===== src/rtl/pattern_source.sv =====
// pattern_source
//
// Upstream stimulus stage for a valid/ready stream consumer. A start pulse
// accepted in IDLE launches an arithmetic sequence of `length` beats:
// start_value, start_value+step, start_value+2*step, ... (modulo 2^DATA_WIDTH).
// An optional gap of idle cycles can be inserted between beats. Backpressure
// is honoured: a beat is held until the consumer accepts it.
//
// Ports
//   clk          sole clock, rising edge
//   reset_n      asynchronous active-low reset
//   start        begin a sequence (only looked at while idle)
//   start_value  first beat value, latched on an accepted start
//   step         increment between beats, latched on start
//   length       number of beats (0 completes immediately), latched on start
//   gap          idle cycles between beats, latched on start
//   data         registered stream payload
//   valid        registered stream valid
//   ready        stream ready from the consumer
//   busy         high from an accepted start until the final handshake
//   done         one-cycle completion pulse
//   num_sent     beats handshaken in the current or last sequence

module pattern_source #(
    parameter int DATA_WIDTH    = 8,
    parameter int COUNTER_WIDTH = 4
) (
    input  logic                     clk,
    input  logic                     reset_n,
    input  logic                     start,
    input  logic [DATA_WIDTH-1:0]    start_value,
    input  logic [DATA_WIDTH-1:0]    step,
    input  logic [COUNTER_WIDTH-1:0] length,
    input  logic [COUNTER_WIDTH-1:0] gap,
    output logic [DATA_WIDTH-1:0]    data,
    output logic                     valid,
    input  logic                     ready,
    output logic                     busy,
    output logic                     done,
    output logic [COUNTER_WIDTH-1:0] num_sent
);

    typedef enum logic [1:0] {
        IDLE = 2'd0,
        SEND = 2'd1,
        GAP  = 2'd2
    } state_t;

    state_t                   state, state_next;
    logic [DATA_WIDTH-1:0]    data_next;
    logic                     valid_next;
    logic                     busy_next;
    logic                     done_next;
    logic [COUNTER_WIDTH-1:0] num_sent_next;
    logic [DATA_WIDTH-1:0]    step_q, step_next;
    logic [COUNTER_WIDTH-1:0] length_q, length_next;
    logic [COUNTER_WIDTH-1:0] gap_q, gap_next;
    logic [COUNTER_WIDTH-1:0] gap_cnt, gap_cnt_next;

    logic [COUNTER_WIDTH-1:0] sent_plus_one;
    logic                     last_beat;

    assign sent_plus_one = num_sent + COUNTER_WIDTH'(1);
    assign last_beat     = (sent_plus_one == length_q);

    // Every output and all latched configuration live in this one register
    // bank, so nothing downstream sees a combinational path from ready/start.
    always_ff @(posedge clk or negedge reset_n) begin
        if (!reset_n) begin
            state    <= IDLE;
            data     <= '0;
            valid    <= 1'b0;
            busy     <= 1'b0;
            done     <= 1'b0;
            num_sent <= '0;
            step_q   <= '0;
            length_q <= '0;
            gap_q    <= '0;
            gap_cnt  <= '0;
        end else begin
            state    <= state_next;
            data     <= data_next;
            valid    <= valid_next;
            busy     <= busy_next;
            done     <= done_next;
            num_sent <= num_sent_next;
            step_q   <= step_next;
            length_q <= length_next;
            gap_q    <= gap_next;
            gap_cnt  <= gap_cnt_next;
        end
    end

    always_comb begin
        state_next    = state;
        data_next     = data;
        valid_next    = valid;
        busy_next     = busy;
        done_next     = 1'b0;
        num_sent_next = num_sent;
        step_next     = step_q;
        length_next   = length_q;
        gap_next      = gap_q;
        gap_cnt_next  = gap_cnt;

        case (state)
            IDLE: begin
                if (start) begin
                    num_sent_next = '0;
                    if (length != '0) begin
                        step_next   = step;
                        length_next = length;
                        gap_next    = gap;
                        data_next   = start_value;
                        valid_next  = 1'b1;
                        busy_next   = 1'b1;
                        state_next  = SEND;
                    end else begin
                        // An empty sequence completes at once without a beat.
                        done_next = 1'b1;
                    end
                end
            end

            SEND: begin
                if (ready) begin
                    num_sent_next = sent_plus_one;
                    if (last_beat) begin
                        valid_next = 1'b0;
                        busy_next  = 1'b0;
                        done_next  = 1'b1;
                        state_next = IDLE;
                    end else begin
                        data_next = data + step_q;
                        if (gap_q != '0) begin
                            valid_next   = 1'b0;
                            gap_cnt_next = gap_q;
                            state_next   = GAP;
                        end
                    end
                end
            end

            GAP: begin
                // Raising valid when the counter reads 1 gives exactly
                // `gap` low cycles after the handshake that entered GAP.
                gap_cnt_next = gap_cnt - COUNTER_WIDTH'(1);
                if (gap_cnt == COUNTER_WIDTH'(1)) begin
                    valid_next = 1'b1;
                    state_next = SEND;
                end
            end

            default: begin
                state_next = IDLE;
            end
        endcase
    end

endmodule


===== config.mk =====
export PLATFORM = sky130hd
export DESIGN_NAME = pattern_source
export DESIGN_NICKNAME = d
export VERILOG_FILES = /design/src/rtl/pattern_source.sv
export SDC_FILE = /design/constraint.sdc
export NUM_CORES = 1
export LEC_CHECK = 0
export CAP_MARGIN = 20
export CORE_ASPECT_RATIO = 0.75
export CORE_MARGIN = 3
export CORE_UTILIZATION = 45
export CTS_CLUSTER_SIZE = 14
export DETAILED_ROUTE_END_ITERATION = 8
export GPL_TIMING_DRIVEN = 0
export PLACE_DENSITY = 0.81
export SLEW_MARGIN = 20
export SYNTH_ARGS = -nofsm -noshare
export SYNTH_HDL_FRONTEND = slang
export SYNTH_SLANG_ARGS = --single-unit

===== constraint.sdc =====
create_clock -name clk -period 2.2 [get_ports clk]
set_input_delay 0.44 -clock clk [delete_from_list [all_inputs] [get_ports clk]]
set_output_delay 0.44 -clock clk [all_outputs]
set_load 0.05 [all_outputs]

### Logic cells by family, run 1

(4 px per um)
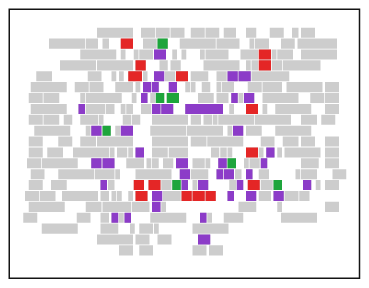
- purple: aoi and oai cells (cells 42)
- green: and/or cells (cells 7)
- red: non-inverting ao/oa cells (cells 15)

### Routing congestion map, run 1

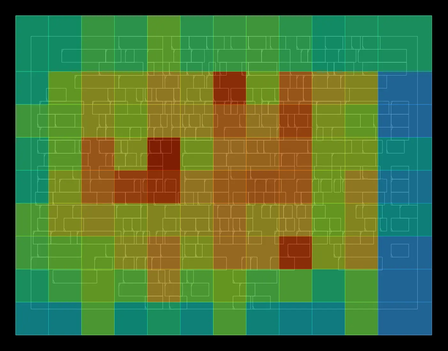
met3 usage: 4.94%
Total GRT Usage: 19.9%

==> deck_impl_summary.md, run 1 <==
Key Metrics from the Run

Route
  – Pre-antenna DRT Iters: 4
  – ANT nets after route: 0
  – Final wirelength: 5410 um
  – Vias per cell: 5.68
  – Post-route DRC: 0
  – DRT iter0 DRCs: 90
  – Via count: 1870
  – Routed len/inst: 16.4 um

Yosys
  – EDFF count, synth: 0
  – Cell Type Count: 54
  – Post-synth seq share: 41.6%
  – FFs w/ async S/R, synth: 100%
  – Yosys top cell area share: 41.6%
  – Synth Area per Inst: 10.3 sq um
  – Largest cells by area: dfrtp_1 (42%), mux2_1 (7.1%), ha_1 (5.6%)
  – Commonest cells in the netlist: dfrtp_1 (37), nand2_1 (18), nor2_1 (18), mux2_1 (14), ha_1 (10)
  – Syn. warnings: 0
  – Post-synth regs: 37
  – Gate Count Post-Synth: 215
  – Post-Syn Area: 2220 sq um
  – Yosys stat area: 2220 sq um
  – Cell count listed in synth_stat.txt: 215
  – Floorplan Nets: 254
  – Commonest flop: dfrtp_1
  – Top-count cell post-synth: dfrtp_1

Setup path
  – Cell count along the critical path: 7
  – Crit path kind: flip-flop to flip-flop
  – Worst Path Required: 2.41 ns
  – R2R setup slack: 0.09 ns
  – CP arrival: 2.32 ns
  – CP cell instances: ha_1, xor3_2, nor3_4, a311oi_4, buf_4, clkbuf_4, a31oi_1
  – Worst R2R Start: num_sent[0]
  – Startpoint Class: flip-flop
  – Worst Path Buf+Inv: 2
  – Largest fanout on the critical path: 8
  – Worst setup path start: num_sent[0]
  – Critical-path top delay cell: dfrtp_2
  – Crit end category: flip-flop
  – Cell family with most CP delay: flip-flops
  – Reg2reg path depth: 7
  – Critical Path End: data[5]
  – Max stage delay on crit path: 0.44 ns

STA
  – Worst Max-Slew Pin Slew: 0.588 ns
  – Worst clock skew: 0.00698 ns
  – Fmax: 475 MHz
  – Min Hold Slack: 0.0760 ns
  – Cycle use final: 95.8%
  – Final Max Tran Viols: 0
  – # setup viols final: 0
  – Min Clock Period, post-route: 2.11 ns
  – Slew HR: 60.5%
  – Final TNS setup: 0 ns

Global route
  – Remaining Overflow, GRT: 0
  – Pin count of the biggest net entering global routing: 23
  – First-pass GRT wire length: 8710 um
  – Vias in the first global route: 1795
  – Antenna violations before repair: 0

Placement
  – Post-DP Area: 2740 sq um
  – Input/output buffers: 42
  – GP Congestion: 0.831
  – Dpl hpwl: 4040 um
  – Placed Cells incl. Taps: 315
  – Worst slack, placed: -0.315 ns

Floorplanning
  – Top Ports: 43
  – FP Util: 48.1%
  – Total die size: 5830 sq um
  – Die height: 66.9 um

CTS
  – H-tree depth: 2
  – Late-Pin Clk Latency: 0.30 ns
  – # hold bufs at CTS: 0
  – Clk buf depth: 2
  – TritonCTS clock tree: yes
  – Total CTS buffers: 5
  – Worst-path clk slew: 0.08 ns

Outcome
  – Status: completed

Final layout
  – Layout cell share with drive strength beyond 1: 11.4%
  – Finished Layout Cells: 329
  – Area Overhead vs Synth: 29.5%
  – Nets: 311
  – Diodes inserted: 0

Pwr
  – Gate power share: 62.1%
  – Switching power: 2.14 mW
  – Pwr per Cell Area: 1590 nW/um^2
  – Switching portion of total power: 46.7%
  – Maximum VDD drop: 805 uV
  – Clock share of power: 10.0%
  – P_int: 2.45 mW
  – Register share of total power: 27.9%
  – Design Power: 4.59 mW

Worst hold path
  – Min-Delay Path Class: input pin to async pin

Job
  – Max_cap viols: 0
### Placed cells, one colour a class, run 1

(4 px per um) Fill, decap, tap and diode cells in grey.
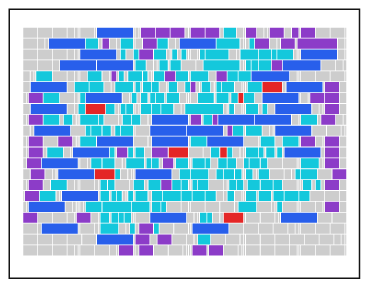
- red: clock drivers and dummy loads (cells 7; share of their area 2.8%)
- cyan: remaining logic cells (cells 171; share of their area 45%)
- blue: registers (cells 37; share of their area 33%)
- purple: remaining buffers and delay cells (cells 57; share of their area 19%)
Design Area, Final: 2880 sq um
num rows: 21
Core ar.: 4620 sq um
final core occ: 62.3%

[run 1: how the worst min path moves through the flow]
stage	endpoint	slack (ns)	cells past startpoint
floorplan	busy	0.14	0
global placement	length_q[0]	0.49	2
detailed placement	length_q[3]	0.40	1
CTS	length_q[0]	0.08	1
global route	length_q[0]	0.09	1
finish	length_q[0]	0.08	1
[run 1: final cells by class]
| cell class | count | area [sq um] |
|---|---|---|
| plain buffers | 7 | 38.8 |
| multi-input cells | 163 | 1240 |
| well taps | 57 | 71.3 |
| clock buffers | 6 | 72.6 |
| flip-flops and latches | 37 | 928 |
| clock inverters | 1 | 5.00 |
| repair buffers | 50 | 495 |
| inverters | 8 | 30.0 |
| fillers | 383 | 1740 |
[run 1: power groups by stage]
stage / clock network [mW] / logic [mW] / registers (mW)
after global placement: 0 / 2.63 / 1.28
final: 0.459 / 2.85 / 1.28
after CTS: 0.474 / 2.72 / 1.28
after floorplan: 0 / 1.69 / 1.58
after detailed placement: 0 / 2.71 / 1.30
after global routing: 0.504 / 3.14 / 1.32
[run 1: worst reg2reg max path, cell delays in order (launching register included)]
cell and delay [ns]:
dfrtp_2 0.44, ha_1 0.22, xor3_2 0.41, nor3_4 0.29, a311oi_4 0.13, buf_4 0.20, clkbuf_4 0.18, a31oi_1 0.14
[run 1: layout by cell type (no fill, tap or decap), drive strengths merged, types with 2 or more instances in the layout]
master / synthesis / routed
or3: 2 / 2
nand4b: 2 / 2
xnor2: 5 / 5
mux2i: 6 / 6
nand3: 2 / 2
a31oi: 6 / 6
mux2: 15 / 15
o21ai: 6 / 6
nor2: 18 / 18
a21o: 3 / 3
buf: 4 / 12
o211ai: 2 / 2
a211o: 3 / 3
nor4: 2 / 2
nor3b: 5 / 5
a21oi: 11 / 11
and3: 2 / 2
a211oi: 4 / 4
a221oi: 2 / 2
clkbuf: 3 / 10
nor3: 5 / 5
nand2b: 3 / 3
ha: 10 / 10
a22o: 6 / 6
inv: 8 / 8
dfrtp: 37 / 37
o31ai: 3 / 3
nor2b: 4 / 4
nand2: 18 / 18
clkdlybuf4s50: 0 / 41
o22ai: 2 / 2
[run 1: routing by layer]
metal	routed length (um)	GRT usage, %	up-vias
li1	-	-	909
met1	2690	29.4	888
met2	2270	27.7	65
met3	373	4.94	8
met4	69	7.28	0
met5	0	0	-
[run 1: logic make-up after synthesis]
kind of cell	Yosys count	synth area share (%)
muxes	21	10.3
xor gates and xnor gates	7	3.49
AOI/OAI and AO/OA	57	19.1
and+or+nand+nor	67	15.9
buffers and inverters	15	3.09
adders and majority gates	11	6.52
DFF	37	41.6
[run 1: registers in the layout, summed over array words and instances (netlist names)]
register  cells
data          8
step_q        8
gap_cnt       4
gap_q         4
length_q      4
num_sent      4
state         2
busy          1
done          1
valid         1
[run 1: repair_timing]
item | in CTS | in global routing
gates resized | 0 | 3
setup endpoints to repair | 0 | 15
setup buffers | 0 | 6
==> run 2, diff against run 1 <==
CORE_ASPECT_RATIO = default   (was 0.75)
### Routing congestion map, run 2

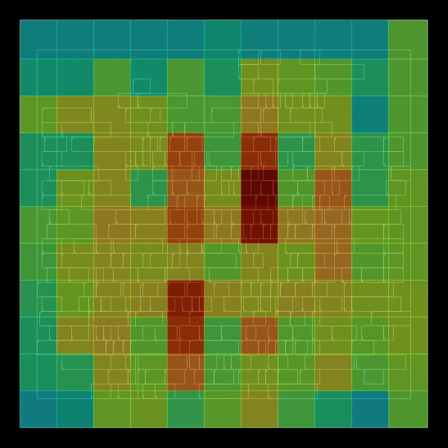
GR Util met1: 23.6%
gr busiest metal: met2
Total GRT Usage: 16.8%
routed len/inst: 14.7 um

==> run 2 against run 1 <==
Power decreased by 1.6%; worst hold slack got worse by 0.051 ns; fmax fell by 0.79%; cell count is 0.91% higher; sequential share of layout area is 0.30 points higher; global-route usage shrank 3.0 points; via count stayed put; clock power increased by 14%; critical path type unchanged; critical endpoint is now data[2]; largest power group unchanged.
==> deck_impl_summary.md, run 2 <==
Key Metrics from the Run

Pwr
  – Switching portion of total power: 46.0%
  – Register share of total power: 28.2%
  – Maximum VDD drop: 822 uV
  – Switching power: 2.08 mW
  – Design Power: 4.52 mW
  – P_int: 2.44 mW
  – Pwr per Cell Area: 1580 nW/um^2
  – Gate power share: 60.2%
  – Clock share of power: 11.5%
  – Leak pwr: 1.20 nW

Yosys
  – Top-count cell post-synth: dfrtp_1
  – Cell taking the most area after synthesis: dfrtp_1
  – FFs w/ async S/R, synth: 100%
  – Yosys stat area: 2220 sq um
  – Post-synth seq share: 41.6%
  – Post-Syn Area: 2220 sq um
  – Largest cells by area: dfrtp_1 (42%), mux2_1 (7.1%), ha_1 (5.6%)
  – Cell Type Count: 54
  – Commonest flop: dfrtp_1
  – Syn. warnings: 0
  – Floorplan Nets: 254
  – Commonest cells in the netlist: dfrtp_1 (37), nand2_1 (18), nor2_1 (18), mux2_1 (14), ha_1 (10)
  – Cell count listed in synth_stat.txt: 215
  – Synth Area per Inst: 10.3 sq um
  – Yosys top cell area share: 41.6%
  – Post-synth regs: 37
  – Gate Count Post-Synth: 215
  – EDFF count, synth: 0

Outcome
  – Status: completed

Route
  – Final wirelength: 4880 um
  – Via count: 1870
  – Vias per cell: 5.63
  – Post-route DRC: 0
  – DRT iter0 DRCs: 80
  – ANT nets after route: 0
  – Pre-antenna DRT Iters: 4

Setup path
  – R2R setup slack: 0.08 ns
  – Worst Path Required: 2.38 ns
  – Worst setup path start: num_sent[0]
  – Reg2reg path depth: 8
  – Crit path kind: flip-flop to flip-flop
  – Critical Path End: data[2]
  – Startpoint Class: flip-flop
  – Worst R2R Start: num_sent[0]
  – Largest fanout on the critical path: 10
  – CP arrival: 2.30 ns
  – Crit end category: flip-flop
  – R2R Path End: data[2]

STA
  – Fmax: 471 MHz
  – Final Max Tran Viols: 0
  – Cycle use final: 96.5%
  – # setup viols final: 0
  – RSZ-0062 raised after global routing: no
  – Final-report hold violation count: 0
  – Worst clock skew: 0.00280 ns
  – Worst Max-Slew Pin Slew: 0.605 ns
  – Slew HR: 59.3%
  – Min Clock Period, post-route: 2.12 ns

CTS
  – H-tree depth: 2
  – Clk buf depth: 2
  – Late-Pin Clk Latency: 0.28 ns
  – TritonCTS clock tree: yes
  – Total CTS buffers: 5
  – Root buffer cell: clkbuf_8
  – Worst-path clk slew: 0.07 ns
  – CTS sink cnt: 37

Final layout
  – Diodes inserted: 0
  – Layout cell share with drive strength beyond 1: 9.74%
  – Regs by FF count: data: 8 flops, step_q: 8 flops
  – Most frequent cells in the layout: clkdlybuf4s50_1 (41), dfrtp_1 (35), nor2_1 (18), nand2_1 (17), mux2_1 (14)
  – Area Overhead vs Synth: 28.3%
  – Design Area, Final: 2860 sq um
  – Final core occ: 62.6%
  – Most common logic cell in the routed design: clkdlybuf4s50_1
  – Nets: 305

Placement
  – Input/output buffers: 42
  – Dpl hpwl: 3760 um
  – Post-DP Area: 2740 sq um
  – GP Congestion: 0.824

Floorplanning
  – Core ar.: 4560 sq um
  – Total die size: 5820 sq um
  – Die height: 76.3 um
  – Num rows: 24
  – FP Util: 48.7%
  – Top Ports: 43
  – Die width: 76.3 um

Global route
  – First-pass GRT wire length: 8100 um
  – Remaining Overflow, GRT: 0
  – Pin count of the biggest net entering global routing: 28
  – Antenna violations before repair: 0
  – Vias in the first global route: 1726

Job
  – Max_cap viols: 0
  – Number of OpenROAD warnings: 27

Worst hold path
  – Min-Delay Path Class: input pin to async pin
### Cell sizes after repair, run 2

(4 px per um)
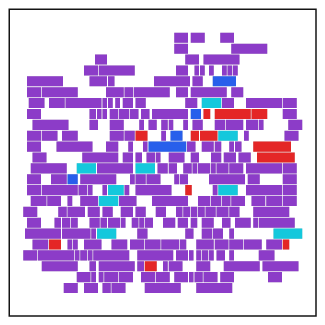
- cyan: x6 and larger (cells 9; most used clkbuf_8)
- red: x2 (cells 12; most used a21oi_2)
- blue: x3 and x4 (cells 5; most used buf_4)
- purple: x1 and smaller (cells 241; most used clkdlybuf4s50_1)

[run 2: cell counts after synthesis]
Identical to the previous run, type by type.
[run 2: cell families (layout without fill, tap and decap cells)]
family / Yosys count / in the layout / synth area share [%]
AND-OR/OR-AND: 57 / 57 / 19.1
XOR/XNOR: 7 / 7 / 3.49
adder cells (fa/ha/maj): 11 / 11 / 6.52
buffers and inverters: 15 / 67 / 3.09
flip-flops: 37 / 37 / 41.6
multiplexers: 21 / 21 / 10.3
AND/OR/NAND/NOR: 67 / 67 / 15.9
[run 2: area by class of cell]
cell class                 instances  area, sq um
fill                             397         1710
multi-input combinational        163         1230
sequential                        37          928
timing repair buffer              44          443
clock buffer                       7         96.3
tap                               65         81.3
buffer                             7         38.8
inverter                           8         30.0
clock inverter                     1         5.00
[run 2: worst min-delay path by stage]
stage                   start         to
finish                reset_n    data[4]
global route          reset_n    data[4]
CTS                   reset_n  step_q[5]
detailed placement    reset_n  step_q[5]
global placement    step_q[4]  step_q[4]
floorplan             reset_n       busy
[run 2: worst max-delay path, cell delays in order (launching register included)]
cell and delay (ns):
dfrtp_2 0.46, ha_1 0.23, xor3_2 0.41, nor3_4 0.29, a311oi_4 0.13, buf_4 0.20, buf_6 0.15, nor2_1 0.11
a21oi_2 0.04
[run 2: what timing repair did]
action	CTS	global route
gates resized	1	0
hold buffers	0	0
setup buffers	0	1
endpoints found under the setup margin	5	8
pin swaps	0	2
[run 2: routing by layer]
metal	track usage [%]	part of all wire [%]	wire length [um]	vias up
met5	0	0	0	-
met4	3.44	0.59	29	0
met3	3.66	3.9	190	4
met2	26.8	46	2250	44
met1	23.6	49	2410	920
li1	-	-	-	902
[run 2: metrics by stage]
step                setup TNS (ns)  hold slack, ns  setup slack [ns]  instances
global route                     0          0.0419           0.00796        332
detailed placement           -4.66           0.335            -0.346        323
global placement            -11.87           0.479            -0.327        322
floorplan                        0           0.144            0.0529        215
finish                           0          0.0248            0.0762        332
CTS                              0          0.0285            0.0423        331
[run 2: power groups by stage]
stage / sequential [mW] / clock [mW] / combinational [mW]
detailed placement: 1.28 / 0 / 2.69
global route: 1.32 / 0.567 / 2.96
finish: 1.28 / 0.522 / 2.72
global placement: 1.27 / 0 / 2.63
CTS: 1.27 / 0.529 / 2.70
floorplan: 1.58 / 0 / 1.69
No activity file was given, so power comes from the tool's default toggle rates.
